==> config.mk <==
export PLATFORM = sky130hd
export DESIGN_NAME = display_scan_controller
export DESIGN_NICKNAME = d
export VERILOG_FILES = /design/src/rtl/display_scan_controller.sv
export SDC_FILE = /design/constraint.sdc
export NUM_CORES = 1
export LEC_CHECK = 0
export CORE_ASPECT_RATIO = 0.7
export CORE_UTILIZATION = 45
export CTS_BUF_LIST = sky130_fd_sc_hd__clkbuf_4
export CTS_CLUSTER_SIZE = 24
export DETAILED_ROUTE_END_ITERATION = 10
export DONT_BUFFER_PORTS = 1
export HOLD_SLACK_MARGIN = 0.05
export PLACE_DENSITY = 0.61
export SLEW_MARGIN = 0
export SYNTH_ARGS = -nofsm -noshare
export SYNTH_HDL_FRONTEND = slang
export SYNTH_SLANG_ARGS = --single-unit
==> constraint.sdc <==
create_clock -name i_clk -period 3.9 [get_ports i_clk]
set_input_delay 0.78 -clock i_clk [delete_from_list [all_inputs] [get_ports i_clk]]
set_output_delay 0.78 -clock i_clk [all_outputs]
set_load 0.02 [all_outputs]
==> src/rtl/display_scan_controller.sv <==
// Four-digit seven-segment scan controller: each digit slot starts with a
// blanking interval (all anodes off), then lights the selected anode.
module display_scan_controller #(
  parameter int DIVIDE       = 50000,
  parameter int BLANK_CYCLES = 500,
  parameter int CNT_WIDTH    = 16
) (
  input  logic       i_clk,
  input  logic       i_rst,
  input  logic       i_enable,
  input  logic [3:0] i_digit_en,
  output logic [1:0] o_sel,
  output logic [3:0] o_an,
  output logic       o_digit_tick
);

  localparam logic [CNT_WIDTH-1:0] BLANK_LAST = CNT_WIDTH'(BLANK_CYCLES - 1);
  localparam logic [CNT_WIDTH-1:0] SHOW_LAST  = CNT_WIDTH'(DIVIDE - BLANK_CYCLES - 1);

  typedef enum logic {ST_BLANK = 1'b0, ST_SHOW = 1'b1} state_t;

  state_t               r_state, w_state_nxt;
  logic [CNT_WIDTH-1:0] r_cnt, w_cnt_nxt;
  logic [1:0]           r_sel, w_sel_nxt;
  logic [3:0]           r_an, w_an_nxt;
  logic                 r_tick, w_tick_nxt;
  logic [3:0]           w_lit_an;

  // Anode pattern for the current select; a disabled digit stays dark.
  assign w_lit_an = i_digit_en[r_sel] ? ~(4'b0001 << r_sel) : 4'b1111;

  always_ff @(posedge i_clk or posedge i_rst) begin
    if (i_rst) begin
      r_state <= ST_BLANK;
      r_cnt   <= '0;
      r_sel   <= 2'd0;
      r_an    <= 4'b1111;
      r_tick  <= 1'b0;
    end else begin
      r_state <= w_state_nxt;
      r_cnt   <= w_cnt_nxt;
      r_sel   <= w_sel_nxt;
      r_an    <= w_an_nxt;
      r_tick  <= w_tick_nxt;
    end
  end

  always_comb begin
    w_state_nxt = r_state;
    w_cnt_nxt   = r_cnt + CNT_WIDTH'(1);
    w_sel_nxt   = r_sel;
    w_an_nxt    = 4'b1111;
    w_tick_nxt  = 1'b0;
    // Disable wins over a terminal count, so SEL never advances while dark.
    if (!i_enable) begin
      w_state_nxt = ST_BLANK;
      w_cnt_nxt   = '0;
    end else begin
      case (r_state)
        ST_BLANK: begin
          if (r_cnt == BLANK_LAST) begin
            w_state_nxt = ST_SHOW;
            w_cnt_nxt   = '0;
            w_an_nxt    = w_lit_an;
          end
        end
        ST_SHOW: begin
          if (r_cnt == SHOW_LAST) begin
            w_state_nxt = ST_BLANK;
            w_cnt_nxt   = '0;
            w_sel_nxt   = r_sel + 2'd1;
            w_tick_nxt  = 1'b1;
          end else begin
            w_an_nxt = w_lit_an;
          end
        end
        default: begin
          w_state_nxt = ST_BLANK;
          w_cnt_nxt   = '0;
        end
      endcase
    end
  end

  assign o_sel        = r_sel;
  assign o_an         = r_an;
  assign o_digit_tick = r_tick;

endmodule

==> GITHUB_STEP_SUMMARY, run 1 <==
## Synthesis and layout report

| Metric | Value |
|---|---|
| Gpl congestion | `0.8274` |
| Syn nets | `123` |
| Input/output buffers | `0` |
| Antenna Cells | `0` |
| CTS tree | `done` |
| Period minus WS final | `2.082 ns` |
| Setup repair after global routing missed its margin | `false` |
| Reg-to-reg slack, setup | `1.82 ns` |
| Ys cells | `111` |
| Commonest cells after routing, fill and taps aside | `nor2_1, dfrtp_1, xnor2_1` |
| Sw Share | `19.50%` |
| Leakage power | `0.5258 nW` |
| Cell taking the most area after synthesis | `dfrtp_1` |
| Async SR Flop Fraction | `100.0%` |
| Total number of H-tree levels | `1` |
| Die H | `45.11 um` |
| Largest net degree at the start of global routing | `25` |
| Synth area leaders | `dfrtp_1, xnor2_1, dfstp_2` |
| CP endpoint | `r_cnt[2]$_DFF_PP0_` |
| Layout cells sized above 1 | `13.16%` |
| Core utilization at floorplan | `47.87%` |
| Cell Area, Synth | `0.001195 sq mm` |
| Remaining Overflow, GRT | `0` |
| Clock share of power | `39.7%` |
| DRC Markers | `0` |
| Number of global-route vias before repair | `764` |
| Seq share, synth | `50.68%` |
| Initial drt markers | `33` |
| Post-CTS Resized | `0` |
| Crit Path Max Fanout | `15` |
| Status | `finished, final reports clean` |
| Overall Power | `0.4489 mW` |
| CP startpoint | `r_cnt[0]$_DFF_PP0_` |
| CTS sink count | `24` |
| First drt pass iteration count | `4` |
| Cell count after synthesis | `111` |
| Ys Warns | `0` |
| Area leader share | `41.88%` |
| Least-Margin Pin Slew | `0.8692 ns` |
| Setup Fix Bufs, Post-CTS | `0` |
run 1: how the worst min path moves through the flow:
stage                       startpoint            endpoint  cells past startpoint
floorplan           r_cnt[0]$_DFF_PP0_  r_cnt[0]$_DFF_PP0_                      1
global route        r_cnt[0]$_DFF_PP0_  r_cnt[0]$_DFF_PP0_                      1
CTS                 r_cnt[0]$_DFF_PP0_  r_cnt[0]$_DFF_PP0_                      1
finish              r_cnt[0]$_DFF_PP0_  r_cnt[0]$_DFF_PP0_                      1
global placement    r_cnt[0]$_DFF_PP0_  r_cnt[0]$_DFF_PP0_                      1
detailed placement  r_cnt[0]$_DFF_PP0_  r_cnt[0]$_DFF_PP0_                      1
run 1: through the flow:
stage / instances / util (%) / worst slack [ns] / instance area, sq um
6_report: 148 / 51.38 / 1.818 / 1282
5_1_grt: 148 / 51.38 / 1.715 / 1282
4_1_cts: 148 / 51.38 / 1.790 / 1282
3_5_place_dp: 144 / 49.27 / 1.803 / 1230
3_3_place_gp: 144 / 49.27 / 1.904 / 1230
2_1_floorplan: 111 / - / 1.968 / 1195
run 1: cell families after synthesis:
| logic type | after synthesis | synth area share [%] |
|---|---|---|
| buffers and inverters | 7 | 2.513 |
| multiplexers | 1 | 1.885 |
| flip-flops | 24 | 50.68 |
| adder cells (fa/ha/maj) | 5 | 5.236 |
| AND-OR/OR-AND | 4 | 4.398 |
| AND/OR/NAND/NOR | 55 | 24.29 |
| XOR/XNOR | 15 | 11.00 |
run 1: routing by layer:
| layer | global-route usage, % | vias to the layer above | share of wire (%) |
|---|---|---|---|
| met5 | 0 | - | 0 |
| li1 | - | 388 | - |
| met4 | 5.909 | 0 | 0.98 |
| met1 | 23.95 | 386 | 51 |
| met3 | 7.323 | 4 | 5.4 |
| met2 | 25.32 | 18 | 42 |
run 1: synthesized netlist by cell type (4+ instances only):
master	number
dfstp_2	4
nand2_1	9
nand4_1	5
xnor2_1	13
nor4_1	7
dfrtp_1	20
nand3_1	5
nor2_1	20
ha_1	5
inv_1	6
run 1: power groups by stage:
| stage | Clock, mW | Combinational (mW) | Sequential, mW |
|---|---|---|---|
| global placement | 0 | 0.0164 | 0.259 |
| global route | 0.195 | 0.0187 | 0.255 |
| floorplan | 0 | 0.0144 | 0.258 |
| CTS | 0.183 | 0.0171 | 0.254 |
| detailed placement | 0 | 0.0170 | 0.259 |
| finish | 0.178 | 0.0163 | 0.254 |
run 1: state kept, by name (all words and copies together), names as in the netlist:
| name | cells |
|---|---|
| o_digit_tick | 1 |
| r_cnt | 16 |
| o_sel | 2 |
| r_state | 1 |
| o_an | 4 |
run 1: cell type report:
class / instances / area, sq um
Clock buffer: 3 / 22.52
Clock inverter: 1 / 30.03
Fill cell: 218 / 1214
Inverter: 6 / 22.52
Multi-Input combinational cell: 80 / 559.3
Sequential cell: 24 / 605.6
Tap cell: 34 / 42.54
run 1: worst max-delay path: stages, from the launching register on:
cell	delay [ns]
dfrtp_1	0.41
ha_1	0.23
or4b_4	0.52
o41ai_4	0.41
a21o_2	0.32
nor2_1	0.08
run_1/met2.png
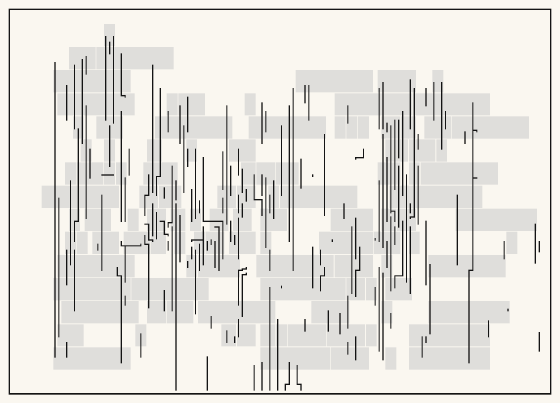
The layer holds 42% of the routed length. The wires run mostly vertical.

run_1/final_placement.png
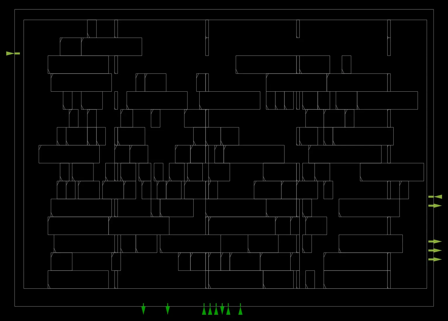
fin cells: 148
flop count: 24
Rows: 15
Core ar.: 0.002496 sq mm

run_1/cell_classes.png
Fill, decap, tap and diode cells in grey.
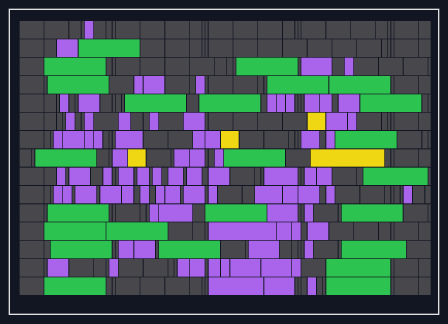
Key: clock drivers and dummy loads = yellow [cells 4]; all other logic = purple [cells 86]; flops = green [cells 24]

run_1/port_nets.png
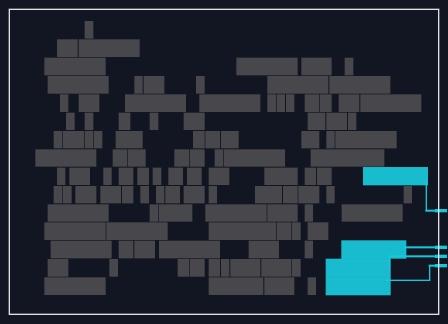
Key: `o_an` = cyan [direction output, edge right, end cells 4, wire 28.2 um]

==> run 1 -> run 2 <==
- clock period: 3.9 -> 2 ns (I/O delays scaled with it)
==> run 2 against run 1 <==
Effect of this change: via count rose by 0.25%; worst hold slack got worse by 0.29 ns; sequential power rose by 95%; combinational power rose to 2.5 times the previous value; die area did not move; core utilization rose by 2.1 points; register-to-register slack got worse by 1.8 ns; clock power rose by about 30%; global-route usage rose by 1.3 points; critical endpoint is now o_an[0]$_DFF_PP1_; largest cell class unchanged.
==> GITHUB_STEP_SUMMARY, run 2 <==
## Synthesis and layout report

| Metric | Value |
|---|---|
| Status | `finished, final reports clean` |
| CTS sink count | `24` |
| Crit path DAT | `2.19 ns` |
| Reg-to-reg slack, setup | `0.05 ns` |
| Syn avg cell area | `10.76 sq um` |
| Io pins | `14` |
| Number of global-route vias before repair | `808` |
| Commonest cells after routing, fill and taps aside | `nor2_1, dfrtp_1, xnor2_1` |
| First-pass GRT wire length | `3.905 mm` |
| Number of flip-flops in the largest register | `16` |
| Number of enable flip-flop cells | `0` |
| Setup TNS | `0 ns` |
| Yosys xor share | `10.99%` |
| Setup crit start kind | `flop` |
| HP Class | `in2reg` |
| Cell taking the most area after synthesis | `dfrtp_1` |
| Cell Area, Synth | `0.001195 sq mm` |
| Input/output buffers | `0` |
| Chip area in the Yosys report | `0.001195 sq mm` |
| Total number of H-tree levels | `1` |
| Initial drt markers | `32` |
| Simple-gate share of the synthesized area | `24.29%` |
| Setup repair after global routing missed its margin | `true` |
| First drt pass iteration count | `4` |
| Largest net degree at the start of global routing | `25` |
| Synth unique cells | `23` |
| Mux area share | `1.885%` |
| Rows | `15` |
| Worst-path clk slew | `0.13 ns` |
| Post-DP Area | `0.001282 sq mm` |
| Die ar. | `0.002869 sq mm` |
| Least-Margin Pin Slew | `0.4432 ns` |
| Die H | `45.11 um` |
| Top cells by count, synth | `dfrtp_1, nor2_1, xnor2_1, nand2_1, nor4_1` |
| Leakage power | `0.5577 nW` |
| Final setup vio count | `0` |
| Max rail drop VDD | `0.3487 mV` |
| R2R depth | `4` |
| Initial antenna violation count | `0` |
| Final Cell Area | `0.001335 sq mm` |
| Seq share, synth | `50.68%` |
| Hold depth | `1` |
| Fin cells | `156` |
| Compound-cell area share of the yosys netlist | `4.398%` |
| Ys Warns | `0` |
| DRC Markers | `0` |
| Final ANT Viol Nets | `0` |
| Final Hold Vio Count | `0` |
| Layout cells sized above 1 | `18.85%` |
| Hold worst-path end | `r_cnt[9]$_DFF_PP0_` |
| Wire per inst | `14.31 um` |
| Syn nets | `123` |
| # nets final | `135` |
| Most flops, register | `r_cnt` |
| Top logic family | `simple AND/OR/NAND/NOR gates` |
| Core utilization at floorplan | `47.87%` |
| Max Transition Viols Final | `0` |
| Total GRT Usage | `18.89%` |
| Inst Count DP | `151` |
| Period minus WS final | `1.950 ns` |
| Crit path DRT | `2.24 ns` |
| Worst reg2reg path endpoint | `o_an[0]$_DFF_PP1_` |
| Post-Route Utilization | `53.48%` |
| Headroom to the max-slew limit | `70.18%` |
| Routed vias | `798` |
| Remaining Overflow, GRT | `0` |
| Commonest flop | `dfrtp_1` |
| R2R Path Start | `r_cnt[11]$_DFF_PP0_` |
| Antenna Cells | `0` |
| Async SR Flop Fraction | `100.0%` |
| Gpl congestion | `0.7580` |
| CTS tree | `done` |
| Cell count after synthesis | `111` |
| Area leader share | `41.88%` |
| Maximum root-to-sink buffer count | `2` |
| Hold Path Origin | `i_enable` |
| Num CTS Buffers | `3` |
| Synth area leaders | `dfrtp_1, xnor2_1, dfstp_2` |
| Core ar. | `0.002496 sq mm` |
| F_max | `512.8 MHz` |
| Ys cells | `111` |
| Fa+ha+maj area frac | `5.236%` |
| Crit Path Max Fanout | `4` |
-- run 2: cell types whose count changed in the layout (fill, tap and decap cells not counted) --
cell	delta
nor4_1	-1
clkbuf_4	+1
nor4_2	+1
a21o_2	-1
a21o_4	+1
bufinv_16	-1
buf_4	+7
dlygate4sd3_1	+1
-- run 2: cell families (layout without fill, tap and decap cells) --
group,count (synthesis),after routing
flops,24,24
compound gates,4,4
xor+xnor,15,15
buf+inv,7,18
fa+ha+maj,5,5
simple gates,55,55
mux,1,1
-- run 2: repair_timing --
action,4_1_cts,5_1_grt
hold endpoints to repair,20,0
hold buffers,1,0
endpoints found under the setup margin,0,21
setup buffers,0,0
gates resized,0,2
-- run 2: how the worst max path moves through the flow --
stage               slack (ns)  cells past startpoint                    to                 from
global route             -0.04                      4     o_an[0]$_DFF_PP1_  r_cnt[11]$_DFF_PP0_
floorplan                 0.07                      6   r_cnt[12]$_DFF_PP0_   r_cnt[0]$_DFF_PP0_
CTS                       0.03                      5   r_cnt[15]$_DFF_PP0_   r_cnt[1]$_DFF_PP0_
finish                    0.05                      4     o_an[0]$_DFF_PP1_  r_cnt[11]$_DFF_PP0_
global placement          0.10                      5  o_sel[1]$_DFFE_PP0P_   r_cnt[1]$_DFF_PP0_
detailed placement        0.06                      5   r_cnt[15]$_DFF_PP0_   r_cnt[1]$_DFF_PP0_
-- run 2: layer usage --
| layer | vias up | global-route usage, % | part of all wire (%) |
|---|---|---|---|
| li1 | 401 | - | - |
| met1 | 382 | 26.79 | 53 |
| met2 | 13 | 27.87 | 43 |
| met3 | 2 | 5.303 | 3.6 |
| met4 | 0 | 6.818 | 0.76 |
| met5 | - | 0 | 0 |
-- run 2: final cells by class --
class / instances / area (sq um)
Clock buffer: 4 / 30.03
Fill cell: 208 / 1161
Inverter: 6 / 22.52
Multi-Input combinational cell: 80 / 571.8
Sequential cell: 24 / 605.6
Tap cell: 34 / 42.54
Timing Repair Buffer: 8 / 62.56
-- run 2: worst max-delay path: stages (launching register included) --
cell,delay [ns]
dfrtp_1,0.45
or4b_4,0.59
o41a_1,0.45
nor3b_2,0.29
nand2_1,0.10
-- run 2: per-stage QoR --
stage | power [mW] | worst slack [ns] | hold WS, ns
after global placement | 0.5424 | 0.1017 | 0.3527
after detailed placement | 0.5437 | 0.05786 | 0.3566
after CTS | 0.7799 | 0.03267 | 0.1968
final | 0.7678 | 0.05002 | 0.2124
after floorplan | 0.5315 | 0.06807 | 0.4117
after global routing | 0.8095 | -0.03677 | 0.1924
-- run 2: where the power goes --
group | internal [mW] | total, mW | switching [mW] | leakage, nW
combinational | 0.0184 | 0.0413 | 0.0228 | 0.231
clock | 0.0915 | 0.231 | 0.140 | 0.0184
sequential | 0.491 | 0.495 | 0.00481 | 0.309
run_2/met2.png
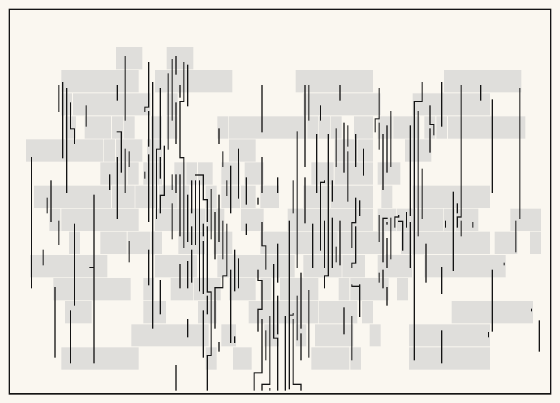
The layer carries 953 um of wire. 102 nets have wire on it. The layer holds 43% of the routed length. The longest straight run is 30.4 um. The wires run mostly vertical.

run_2/cell_classes.png
Fill, decap, tap and diode cells in grey.
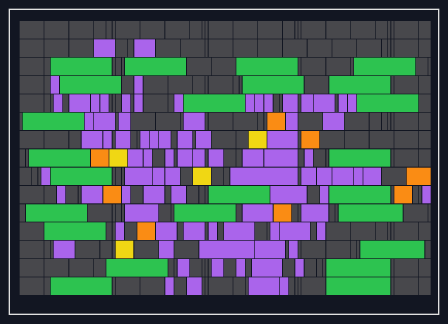
Key: all other logic = purple [cells 86]; other buffers and delay cells = orange [cells 8]; flops = green [cells 24]; clock drivers and dummy loads = yellow [cells 4]

run_2/port_nets.png
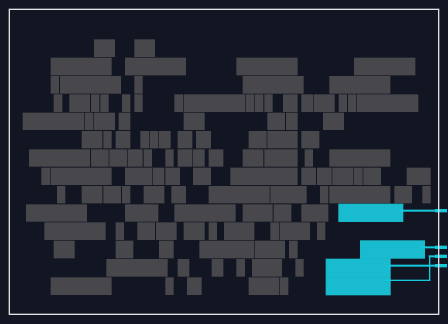
Key: `o_an` = cyan [direction output, edge right, end cells 4, wire 24.7 um]

==> run 2 -> run 3 <==
- REMOVE_ABC_BUFFERS: not set -> 1
==> run 3 against run 2 <==
Effect of this change: register-to-register slack improved by 0.02 ns; clock skew about the same; sequential cell count stayed put; synthesized cell count unchanged; die area unchanged; non-clock buffer count unchanged; setup slack better by 0.023 ns; core utilization grew 0.20 points.
==> GITHUB_STEP_SUMMARY, run 3 <==
## Synthesis and layout report

| Metric | Value |
|---|---|
| Syn avg cell area | `10.76 sq um` |
| Gpl congestion | `0.7746` |
| Worst-path clk slew | `0.13 ns` |
| Hold_ws | `0.2267 ns` |
| Final ANT Viol Nets | `0` |
| Total GRT Usage | `18.87%` |
| Antenna Cells | `0` |
| Headroom to the max-slew limit | `72.53%` |
| HP Class | `in2reg` |
| Pre-CTS WS | `-0.02919 ns` |
| Io pins | `14` |
| Number of flip-flops in the largest register | `16` |
| Number of enable flip-flop cells | `0` |
| Area leader share | `41.88%` |
| Status | `finished, final reports clean` |
| Final WS setup | `0.07336 ns` |
| Routed vias | `833` |
| Maximum root-to-sink buffer count | `2` |
| Core utilization at floorplan | `47.87%` |
| Core ar. | `0.002496 sq mm` |
| Setup TNS | `0 ns` |
| Layout cells sized above 1 | `19.67%` |
| First drt pass iteration count | `4` |
| Total number of H-tree levels | `1` |
| F_max | `519.0 MHz` |
| Max Transition Viols Final | `0` |
| DRC Markers | `0` |
| Commonest cells after routing, fill and taps aside | `nor2_1, dfrtp_1, xnor2_1` |
| Top cells by count, synth | `dfrtp_1, nor2_1, xnor2_1, nand2_1, nor4_1` |
| Slowest cell on crit path | `or4b_4` |
| Num CTS Buffers | `3` |
| Initial drt markers | `71` |
| Crit path DRT | `2.24 ns` |
| # nets final | `135` |
| Chip area in the Yosys report | `0.001195 sq mm` |
| Final Hold Vio Count | `0` |
| Ys Warns | `0` |
| CP peak stage delay | `0.59 ns` |
| Number of global-route vias before repair | `811` |
| Wire per inst | `15.14 um` |
| Tool warnings | `28` |
| Cell taking the most area after synthesis | `dfrtp_1` |
| Setup crit start kind | `flop` |
| Final setup vio count | `0` |
| Seq share, synth | `50.68%` |
| Setup repair after global routing missed its margin | `false` |
| Cell Chain, Critical Path | `or4b_4 -> o41a_1 -> nor3b_2 -> nand2_1` |
| Rows | `15` |
| Synth unique cells | `23` |
| Commonest flop | `dfrtp_1` |
| Max rail drop VDD | `0.3889 mV` |
| Most flops, register | `r_cnt` |
| CTS sink count | `24` |
| First-pass GRT wire length | `3.898 mm` |
| Period minus WS final | `1.927 ns` |
| Synth area leaders | `dfrtp_1, xnor2_1, dfstp_2` |
| Overall Power | `0.7520 mW` |
| Async SR Flop Fraction | `100.0%` |
| CTS tree | `done` |
| Die H | `45.11 um` |
| Least-Margin Pin Slew | `0.4083 ns` |
| Cell Area, Synth | `0.001195 sq mm` |
| Die ar. | `0.002869 sq mm` |
| Remaining Overflow, GRT | `0` |
[run 3: path summary, 6_finish.rpt]
check                                     from                 end  slack [ns]  depth (start not counted)
setup / recovery           r_cnt[11]$_DFF_PP0_   o_an[1]$_DFF_PP1_        0.07                          4
hold / removal                        i_enable  r_cnt[9]$_DFF_PP0_        0.23                          1
setup reg to reg           r_cnt[11]$_DFF_PP0_   o_an[1]$_DFF_PP1_        0.07                          4
hold reg to reg             r_cnt[0]$_DFF_PP0_  r_cnt[0]$_DFF_PP0_        0.56                          2
max in group asynchronous                i_rst   o_an[1]$_DFF_PP1_        1.17                          3
min in group asynchronous                i_rst   r_state$_DFF_PP0_        0.55                          3
[run 3: stage by stage]
stage	instance area, sq um	cells
final	1340	156
after CTS	1321	156
after floorplan	1187	110
after detailed placement	1275	150
after global routing	1340	156
after global placement	1275	150
[run 3: cells by family after synthesis]
kind of cell / count (synthesis) / synth area share, %
muxes: 1 / 1.885
adders and majority gates: 5 / 5.236
and+or+nand+nor: 55 / 24.29
AOI/OAI and AO/OA: 4 / 4.398
DFF: 24 / 50.68
xor gates and xnor gates: 15 / 11.00
buffers and inverters: 7 / 2.513
[run 3: power by group]
group          leakage [nW]  internal [mW]  switching (mW)
combinational         0.228         0.0205          0.0247
sequential            0.309          0.490         0.00458
clock                0.0154         0.0730           0.139
[run 3: critical path: cells and delay by family, from the launching register on]
kind	cells	cell delay (ns)
DFF	1	0.44
AOI/OAI and AO/OA	1	0.45
and+or+nand+nor	3	0.97
[run 3: layer usage]
| metal | track usage [%] | part of all wire, % | up-vias |
|---|---|---|---|
| li1 | - | - | 405 |
| met2 | 28.09 | 43 | 29 |
| met4 | 7.273 | 1.4 | 0 |
| met5 | 0 | 0 | - |
| met1 | 26.42 | 50 | 395 |
| met3 | 5.303 | 5.7 | 4 |
[run 3: cell type report]
cell class | instances | area (sq um) | area share (%)
Sequential cell | 24 | 605.6 | 45.19
Multi-Input combinational cell | 80 | 580.6 | 43.32
Timing Repair Buffer | 8 | 62.56 | 4.669
Tap cell | 34 | 42.54 | 3.175
Clock buffer | 3 | 22.52 | 1.681
Inverter | 6 | 22.52 | 1.681
Clock inverter | 1 | 3.754 | 0.2801
[run 3: what timing repair did]
action,4_1_cts,5_1_grt
pin swaps,3,1
hold buffers,1,0
resized,1,3
buffers inserted,1,0
endpoints found under the hold margin,20,0
endpoints found under the setup margin,12,18
cloned,0,0
run_3/cell_classes.png
Fill, decap, tap and diode cells in grey.
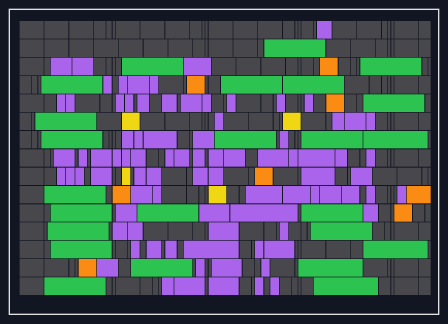
Key: clock drivers and dummy loads = yellow [cells 4]; other buffers and delay cells = orange [cells 8]; flops = green [cells 24]; all other logic = purple [cells 86]

run_3/port_nets.png
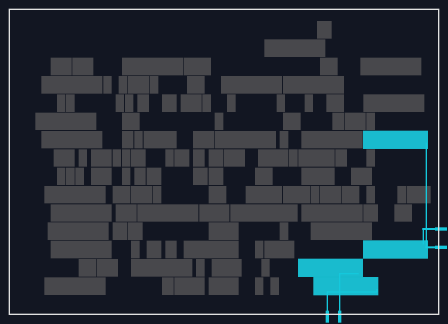
Key: `o_an` = cyan [direction output, edge 2 right, 2 bottom, end cells 4, wire 39.4 um]

run_3/final_placement.png
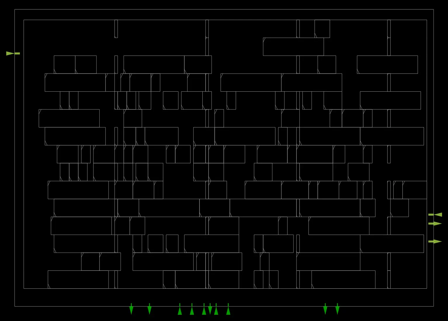
Post-Route Utilization: 53.68%
Seq/total area: 45.19%
Fill cells: 225
fin cells: 156
Tap Cells: 34

Power figures rest on the tool's default switching activity, not on a simulated workload.
